## src/rtl/if_fetch_pkg.sv

```systemverilog
// Shared types and constants for the instruction-fetch stage.
package if_fetch_pkg;

  localparam logic [31:0] RESET_PC_DEFAULT = 32'hBFC0_0000;
  localparam logic [31:0] NOP              = 32'h0000_0000;
  localparam int unsigned STALL_W_DEFAULT  = 6;

  // REQ: address on the bus; WAIT: address accepted, data pending; HOLD: word buffered
  typedef enum logic [1:0] {
    ST_REQ  = 2'd0,
    ST_WAIT = 2'd1,
    ST_HOLD = 2'd2
  } fetch_state_t;

endpackage

```

## src/rtl/if_fetch_next_pc.sv

```systemverilog
// Next-PC priority mux: redirect, then taken branch, then sequential pc+4.
module if_fetch_next_pc (
  input  logic [31:0] pc,
  input  logic        flush,
  input  logic [31:0] new_pc,
  input  logic        redir_valid,
  input  logic [31:0] redir_pc,
  input  logic        branch_flag,
  input  logic [31:0] branch_target,
  output logic [31:0] next_pc_c
);

  logic [31:0] seq_pc;

  // Sequential address wraps modulo 2^32
  assign seq_pc = 32'(pc + 32'd4);

  // A flush this cycle is newer than any pending redirect, so it wins
  always_comb begin
    next_pc_c = seq_pc;
    if (flush) begin
      next_pc_c = new_pc;
    end else if (redir_valid) begin
      next_pc_c = redir_pc;
    end else if (branch_flag) begin
      next_pc_c = branch_target;
    end
  end

endmodule

```

## src/rtl/if_fetch.sv

```systemverilog
// Instruction-fetch stage: owns the PC, drives the instruction bus, feeds IF/ID.
module if_fetch
  import if_fetch_pkg::*;
#(
  parameter logic [31:0] RESET_PC = RESET_PC_DEFAULT,
  parameter int unsigned STALL_W  = STALL_W_DEFAULT
) (
  input  logic               clk,
  input  logic               reset,
  input  logic [STALL_W-1:0] stall,
  input  logic               flush,
  input  logic [31:0]        new_pc,
  input  logic               branch_flag,
  input  logic [31:0]        branch_target,
  output logic               inst_req,
  output logic [31:0]        inst_addr,
  input  logic               inst_addr_ok,
  input  logic               inst_data_ok,
  input  logic [31:0]        inst_rdata,
  output logic [31:0]        if_pc,
  output logic [31:0]        if_inst,
  output logic               if_adel,
  output logic               stallreq_if
);

  fetch_state_t state;
  logic [31:0]  pc;
  logic [31:0]  redir_pc;
  logic [31:0]  buffer;
  logic [31:0]  next_pc;
  logic         redir_valid;
  logic         cancel;
  logic         misaligned;
  logic         data_hit;
  logic         avail;
  logic         valid;
  logic         unused_stall;

  // Only stall[0] governs the PC; the upper bits belong to later stages
  assign unused_stall = &{1'b0, stall[STALL_W-1:1]};

  assign misaligned = (pc[1:0] != 2'b00);
  assign data_hit   = (state == ST_WAIT) && inst_data_ok && !cancel;
  assign avail      = data_hit || (state == ST_HOLD) || misaligned;
  // A redirect in progress suppresses whatever would otherwise be presented
  assign valid      = avail && !flush && !redir_valid && !reset;

  assign inst_req    = !reset && (state == ST_REQ) && !misaligned;
  assign inst_addr   = pc;
  assign if_pc       = pc;
  assign if_adel     = misaligned;
  assign stallreq_if = !valid && !reset;

  // Instruction word to IF/ID: live bus data, buffered word, or NOP
  always_comb begin
    if_inst = NOP;
    if (valid && !misaligned) begin
      if_inst = data_hit ? inst_rdata : buffer;
    end
  end

  if_fetch_next_pc u_next_pc (
    .pc            (pc),
    .flush         (flush),
    .new_pc        (new_pc),
    .redir_valid   (redir_valid),
    .redir_pc      (redir_pc),
    .branch_flag   (branch_flag),
    .branch_target (branch_target),
    .next_pc_c     (next_pc)
  );

  // Fetch FSM, PC register, redirect capture and instruction buffer
  always_ff @(posedge clk) begin
    if (reset) begin
      state       <= ST_REQ;
      pc          <= RESET_PC;
      redir_valid <= 1'b0;
      redir_pc    <= 32'h0;
      cancel      <= 1'b0;
      buffer      <= NOP;
    end else begin
      if (flush) begin
        redir_valid <= 1'b1;
        redir_pc    <= new_pc;
      end
      case (state)
        ST_REQ: begin
          if (misaligned) begin
            // Nothing on the bus, so a redirect can take effect at once
            if (flush || !stall[0]) begin
              pc          <= next_pc;
              redir_valid <= 1'b0;
            end
          end else if (inst_addr_ok) begin
            state  <= ST_WAIT;
            cancel <= flush || redir_valid;
          end
        end
        ST_WAIT: begin
          if (inst_data_ok) begin
            if (cancel || flush) begin
              cancel      <= 1'b0;
              state       <= ST_REQ;
              pc          <= next_pc;
              redir_valid <= 1'b0;
            end else if (!stall[0]) begin
              state <= ST_REQ;
              pc    <= next_pc;
            end else begin
              buffer <= inst_rdata;
              state  <= ST_HOLD;
            end
          end else if (flush) begin
            cancel <= 1'b1;
          end
        end
        ST_HOLD: begin
          if (flush || !stall[0]) begin
            state       <= ST_REQ;
            pc          <= next_pc;
            redir_valid <= 1'b0;
          end
        end
        default: state <= ST_REQ;
      endcase
    end
  end

endmodule

```

## config.mk

```make
export PLATFORM = sky130hd
export DESIGN_NAME = if_fetch
export DESIGN_NICKNAME = d
export VERILOG_FILES = /design/src/rtl/if_fetch_pkg.sv /design/src/rtl/if_fetch_next_pc.sv /design/src/rtl/if_fetch.sv
export SDC_FILE = /design/constraint.sdc
export NUM_CORES = 1
export LEC_CHECK = 0
export CORE_MARGIN = 2
export CORE_UTILIZATION = 40
export DETAILED_ROUTE_END_ITERATION = 8
export GPL_ROUTABILITY_DRIVEN = 1
export PLACE_DENSITY_LB_ADDON = 0.15
export RECOVER_POWER = 25
export SLEW_MARGIN = 20
export SYNTH_ARGS = -nofsm -noshare
export SYNTH_HDL_FRONTEND = slang
export SYNTH_SLANG_ARGS = --single-unit
```

## constraint.sdc

```tcl
create_clock -name clk -period 7.5 [get_ports clk]
set_clock_uncertainty 0.05 [all_clocks]
set_input_delay 2.25 -clock clk [delete_from_list [all_inputs] [get_ports clk]]
set_output_delay 2.25 -clock clk [all_outputs]
set_load 0.05 [all_outputs]
```

### Power grid

The bar under the picture is 20 microns long. Pins as bars on the die edge. Tap cells in gray.
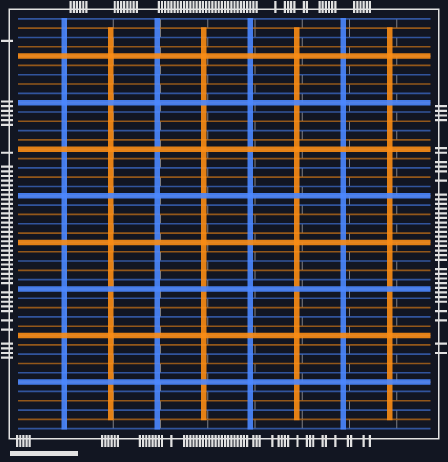
VDD: in orange. VSS: in blue.
207 signal pins sit on the boundary. 184 tap cells. 8 straps on met5. The core has 44 rows.

### Cell classes on the final placement

The bar under the picture is 20 microns long.
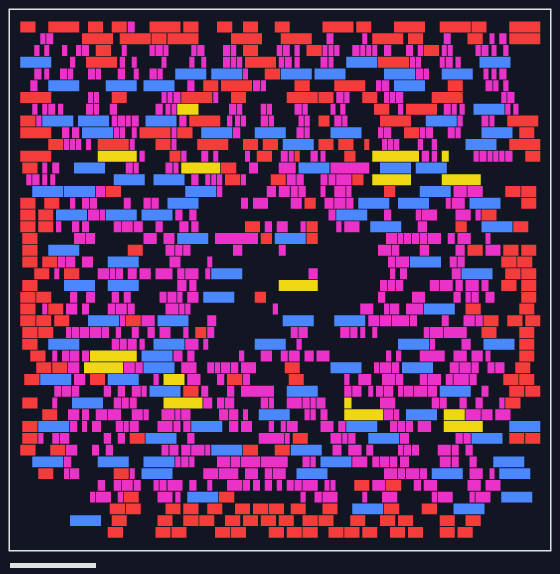
flip-flops: in blue, cells 100, share of their area 25%. other buffers and delay cells: in red, cells 213, share of their area 30%. clock drivers and dummy loads: in yellow, cells 16, share of their area 4.1%. all other logic: in magenta, cells 608, share of their area 42%.
Seq/total area: 0.240
post-layout util: 0.579
cell area after layout: 8350 sq um
# rows: 44
core area: 14,400 sq um

### Clock distribution

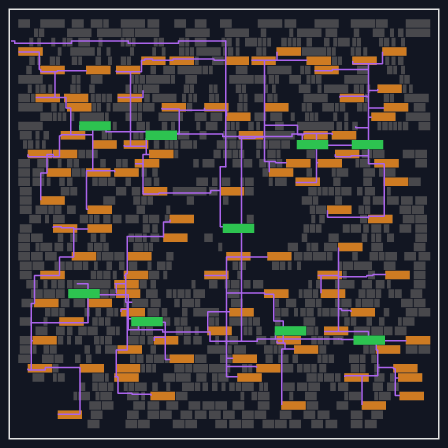
flip-flops: in orange, count 100. clock wires: in purple, length 1,420 microns. cells driving clock nets: in green, count 9.
Position of the flops: widely spread. There are 10 routed clock nets.

### Routed metal, one color a layer

The bar under the picture is 20 microns long. Two of the layers only.
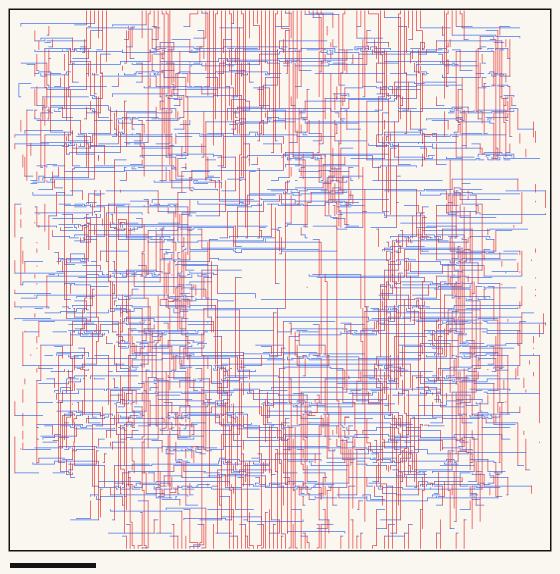
met1: in blue, wire length 8,790 microns. met2: in red, wire length 8,640 microns.

==> results_slide.txt <==
Flow Results at a Glance

Pwr
  – Clock power share: 0.346
  – Gate power share: 0.261
  – Switching part of the total: 0.321

Clocking
  – Root buffer cell: clkbuf_16
  – TritonCTS Buffers: 9
  – Sink Count: 100
  – Clock transition at path regs: 0.06 ns
  – Skew-Pair Late Insertion Delay: 0.36 ns
  – Clock Path Buffers: 2
  – CTS Hold Buffers Added: 0
  – CTS tree: yes
  – Post-CTS sizing: 0
  – H-tree levels: 3

Placed design
  – Port-buffer cells: 201
  – GP Congestion: 0.810
  – HPWL after detailed placement: 12,500 microns

Final timing
  – Tcrit/Tclk final: 0.871
  – Slew headroom: -1.30
  – Final worst path period need: 6.53 ns
  – Fmax: 153 MHz
  – Final setup violation count: 0
  – Max Slew Vio Count: 72
  – Endpoints failing hold: 0

Routing
  – Initial DRC Count: 409
  – Routed vias/inst: 5.46
  – WL/cell: 16.6 microns
  – DRT Pass-1 Iters: 5
  – Via count: 6,116
  – DRT antenna net count: 0

Logic synthesis
  – Number of enable flip-flop cells: 0
  – Ys flops: 100
  – Area leader share: 0.342
  – Synth top cells by count: 168 x nand2_1, 121 x a21oi_1, 100 x dfxtp_1
  – Yosys chip area: 5850 sq um
  – Syn nets: 912
  – Register share after synthesis: 0.342
  – Synth Flop Type: dfxtp_1
  – Yosys stat cell total: 803
  – Most common cell in the synthesized netlist: nand2_1
  – Cell Area, Synth: 5850 sq um
  – Biggest area cells: dfxtp_1 34%, nand2_1 11%, a21oi_1 10%
  – Distinct lib cells: 64

Floorplan
  – Chip height: 125 microns
  – Chip area: 15,600 sq um
  – Fp util: 0.406

Worst setup path
  – Critical path startpoint category: input pin
  – Internal reg-to-reg setup slack: 4.88 ns
  – Number of cells on the worst reg-to-reg path: 6
  – Critical path class: in2out
  – Critical Path RT: 5.20 ns
  – Crit path arrival time: 4.23 ns
  – Worst-path fanout max: 5
  – R2r endpoint: buffer[22]$_SDFFE_PP0P_

Global route
  – Largest net degree at the start of global routing: 104
  – Vias in the first global route: 5,548
  – Total grt overflow: 0
  – Total GRT Usage: 0.234

Job
  – Max-cap viol count: 1
  – Tool warning count: 33

Run status
  – Run status: finished with violations
  – Failing checks: max-capacitance violations, max-slew violations

Cells and area
  – Share of post-route cells with drive strength above 1: 0.0843

Min path
  – Worst Hold Launch: buffer[24]$_SDFFE_PP0P_
  – Hold/Removal Path Class: reg2reg
  – Hold Path Stages: 2
==> power groups by stage <==
stage                     logic [W]  clock network [W]  registers, W
after CTS                  0.000400           0.000541      0.000599
after global placement     0.000397                  0      0.000610
after global routing       0.000425           0.000558      0.000605
after floorplan            0.000219                  0      0.000646
after detailed placement   0.000398                  0      0.000611
final                      0.000397           0.000528      0.000599
==> cells in the final DEF, fill, tap and decap left out, types with 3 or more instances in the layout <==
master	count
o21ai_0	53
buf_4	12
dfxtp_1	100
nand3_1	25
o22ai_1	5
a31o_2	4
a211oi_1	3
a21o_1	3
nor3b_1	3
a31oi_1	4
clkdlybuf4s50_1	154
nor3_1	13
a22oi_1	15
and4_1	5
o21a_1	3
mux2i_1	20
a221o_1	3
dlygate4sd3_1	13
o211ai_1	7
clkbuf_16	9
clkbuf_8	3
xnor2_1	4
and3_1	5
a21oi_1	121
buf_12	32
inv_1	12
nand2b_1	25
nand4_1	8
a221oi_1	10
nand2_1	168
nor2b_1	5
nor2_1	36
nor4_1	4
or3_1	4
==> area by class of cell <==
class / count / area (sq um)
Clock buffer: 12 / 267
Clock inverter: 4 / 70.1
Fill cell: 1376 / 6070
Inverter: 13 / 48.8
Multi-Input combinational cell: 595 / 3320
Sequential cell: 100 / 2000
Tap cell: 184 / 230
Timing Repair Buffer: 213 / 2410
==> worst max-delay path: stages <==
cell,delay (ns)
clkdlybuf4s50_1,0.48
nor4bb_4,0.20
a21oi_1,0.23
nand2_1,0.08
a21oi_1,0.15
clkdlybuf4s50_1,0.84
==> per-stage QoR <==
stage / total power [W] / worst slack (ns) / hold slack (ns) / cell area, sq um / instances
floorplan: 0.000865 / 0.891 / 0.387 / 5850 / 803
global placement: 0.00101 / 0.974 / 0.393 / 8020 / 1105
detailed placement: 0.00101 / 0.969 / 0.397 / 8020 / 1105
CTS: 0.00154 / 0.963 / 0.407 / 8360 / 1121
global route: 0.00159 / 0.575 / 0.423 / 8350 / 1121
finish: 0.00153 / 0.967 / 0.406 / 8350 / 1121
==> registers in the layout, summed over array words and instances, names as in the netlist <==
name / cells
redir_pc: 32
redir_valid: 1
if_pc: 32
cancel: 1
buffer: 32
state: 2
==> kinds of logic after synthesis <==
kind of cell	count (synthesis)	share of synthesized area
AND-OR/OR-AND	255	0.264
flip-flops	100	0.342
adder cells (fa/ha/maj)	1	0.00214
buffers and inverters	108	0.0962
AND/OR/NAND/NOR	313	0.253
XOR/XNOR	6	0.00898
multiplexers	20	0.0342
==> per-layer routing <==
layer	routed length, microns	share of wire	up-vias	global-route usage
met1	8790	0.47	2852	0.332
met4	106	0.0057	0	0.0386
met5	0	0	-	0
met2	8640	0.46	181	0.371
li1	-	-	3076	-
met3	1070	0.057	7	0.0535
No activity file was given, so power comes from the tool's default toggle rates.
